### M3 wires

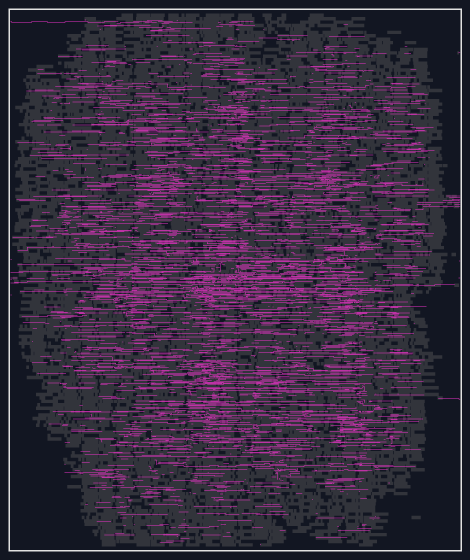
### Clock network drawn from the DEF

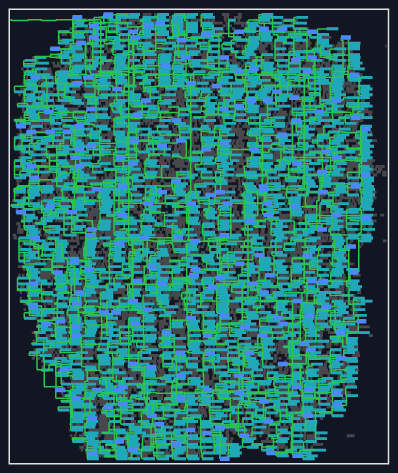
### Congestion heat map

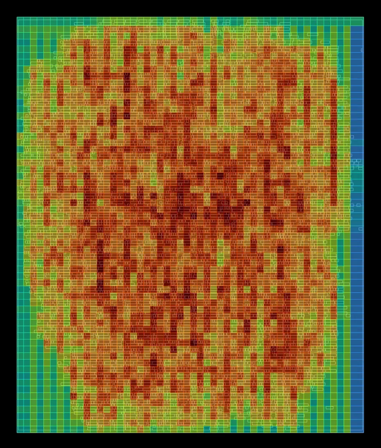
==> config.mk <==
export PLATFORM = sky130hd
export DESIGN_NAME = spi_ram_burst_flat
export DESIGN_NICKNAME = d
export VERILOG_FILES = /design/src/rtl/spi_ram_burst_if.sv /design/src/rtl/spi_ram_burst.sv /design/src/flat_wrapper.sv
export SDC_FILE = /design/constraint.sdc
export NUM_CORES = 2
export LEC_CHECK = 0
export CAP_MARGIN = 20
export CORE_ASPECT_RATIO = 1.2
export CORE_UTILIZATION = 64
export DETAILED_ROUTE_END_ITERATION = 16
export PLACE_DENSITY = 0.8
export SYNTH_ARGS = -nofsm -noshare
export SYNTH_HDL_FRONTEND = slang
export SYNTH_SLANG_ARGS = --single-unit
==> constraint.sdc <==
create_clock -name clk -period 3.4 [get_ports clk]
set_input_delay 0.68 -clock clk [delete_from_list [all_inputs] [get_ports clk]]
set_output_delay 0.68 -clock clk [all_outputs]
set_load 0.01 [all_outputs]
==> results_slide.txt <==
Synthesis and Place & Route Summary

Pwr
  • Pwr Density: 498.8 mW/mm^2
  • Switching Fraction: 21.87%
  • Top power group: sequential cells
  • Switching pwr: 0.01170 W
  • P_leak: 45.57 nW
  • Share of total power in sequential cells: 54.5%

GRT
  • Largest net degree at the start of global routing: 145
  • Met1 Use GR: 47.72%
  • Congestion Overflow GR: 0
  • Initial antenna violation count: 9
  • Vias in the first global route: 60.33k
  • First-pass GRT wire length: 404400 um

Final timing
  • Final setup fails: 2
  • Final hold slack: 346.3 ps
  • Setup ws final: -74.40 ps
  • Final tally of max-slew violations: 0
  • Fmax: 287.8 MHz
  • Final hold violations: 0
  • Worst-margin pin slew: 1191 ps
  • Rel. slew slack: 20.57%

Synth
  • Comb area leader: simple AND/OR/NAND/NOR gates
  • Top cells by area: edfxtp_1 (63%), and3_1 (13%), mux4_2 (8.2%)
  • Complex Gates by Area: 4.772%
  • Number of enable flip-flop cells: 2048
  • Commonest cells in the synthesized netlist: and3_1 (2054), edfxtp_1 (2048), clkbuf_1 (739)
  • YS warnings: 0
  • Simple-gate area share of the yosys netlist: 14.78%
  • Ys flops: 2074
  • Post-synth top area cell: edfxtp_1
  • Yosys cell types: 75
  • Yosys cell count: 6726

Run status
  • Failing checks: setup timing
  • Status: finished, violations left

Cells and area
  • Clock buf/inv share: 5.805%
  • Cell area after layout: 0.1072 mm^2
  • Area grow syn2layout: 9.784%
  • Non-Filler Instances: 8592
  • Non-clk buf share: 4.719%
  • Antenna Cells: 5
  • Filler cell count: 9185

Critical path
  • Reg2Reg Depth: 10
  • Worst path max stage delay: 820 ps
  • CP Data Required Time: 4130 ps
  • Critical path buffer and inverter count: 3
  • Top Family by Delay on Critical Path: AND-OR/OR-AND gates
  • CP endpoint kind: register
  • R2r setup slk: -70 ps

Route
  • DRC viols: 0
  • Top Layer Used: met5
  • Initial DRC count: 10.26k
  • DRT antenna net count: 0

Placed design
  • Final GP Congestion: 0.9555
  • Dpl cells: 8231
  • Dpl cell area: 0.1009 mm^2
  • IO buf count: 23

Clocking
  • CTS sink count: 2074
  • Hold buffers post-CTS: 0
  • Post-CTS Resized: 2
  • Clk buf depth: 3
  • Clk latency late pin: 870 ps

Hold path
  • Worst hold path class: input port to register
  • Worst Hold Path Cells: 2

Flow run
  • Tool warnings: 69
  • Max cap viols: 0

Floorplan
  • DIE AREA: 0.1542 mm^2
  • Die Y-Extent: 429.9 um
  • Die Width: 358.6 um
  • Core Util at FP: 64.64%
About 'M3 wires':
- longest straight run: 166 um
- nets with wire on the layer: 1288
- wire length on this layer: 37.6 mm
Via Count: 63.49k
met3 usage: 8.607%
final wirelength: 278500 um

About 'Clock network drawn from the DEF':
- clock wires: green (length 22.3 mm)
- clock-net drivers: blue (count 194)
- flip-flops: cyan (count 2074)
- flops lie: spread over the die
Power Clock: 0.0217 W
Worst Skew: 35.86 ps
Clock Power Share: 40.5%

About 'Congestion heat map':
final core utilization: 70.97%
busiest grt layer: met2
met2 Usage GRT: 54.67%
wire per inst: 32.42 um
gr usage total: 36.09%

Power and IR drop assume default switching activity.
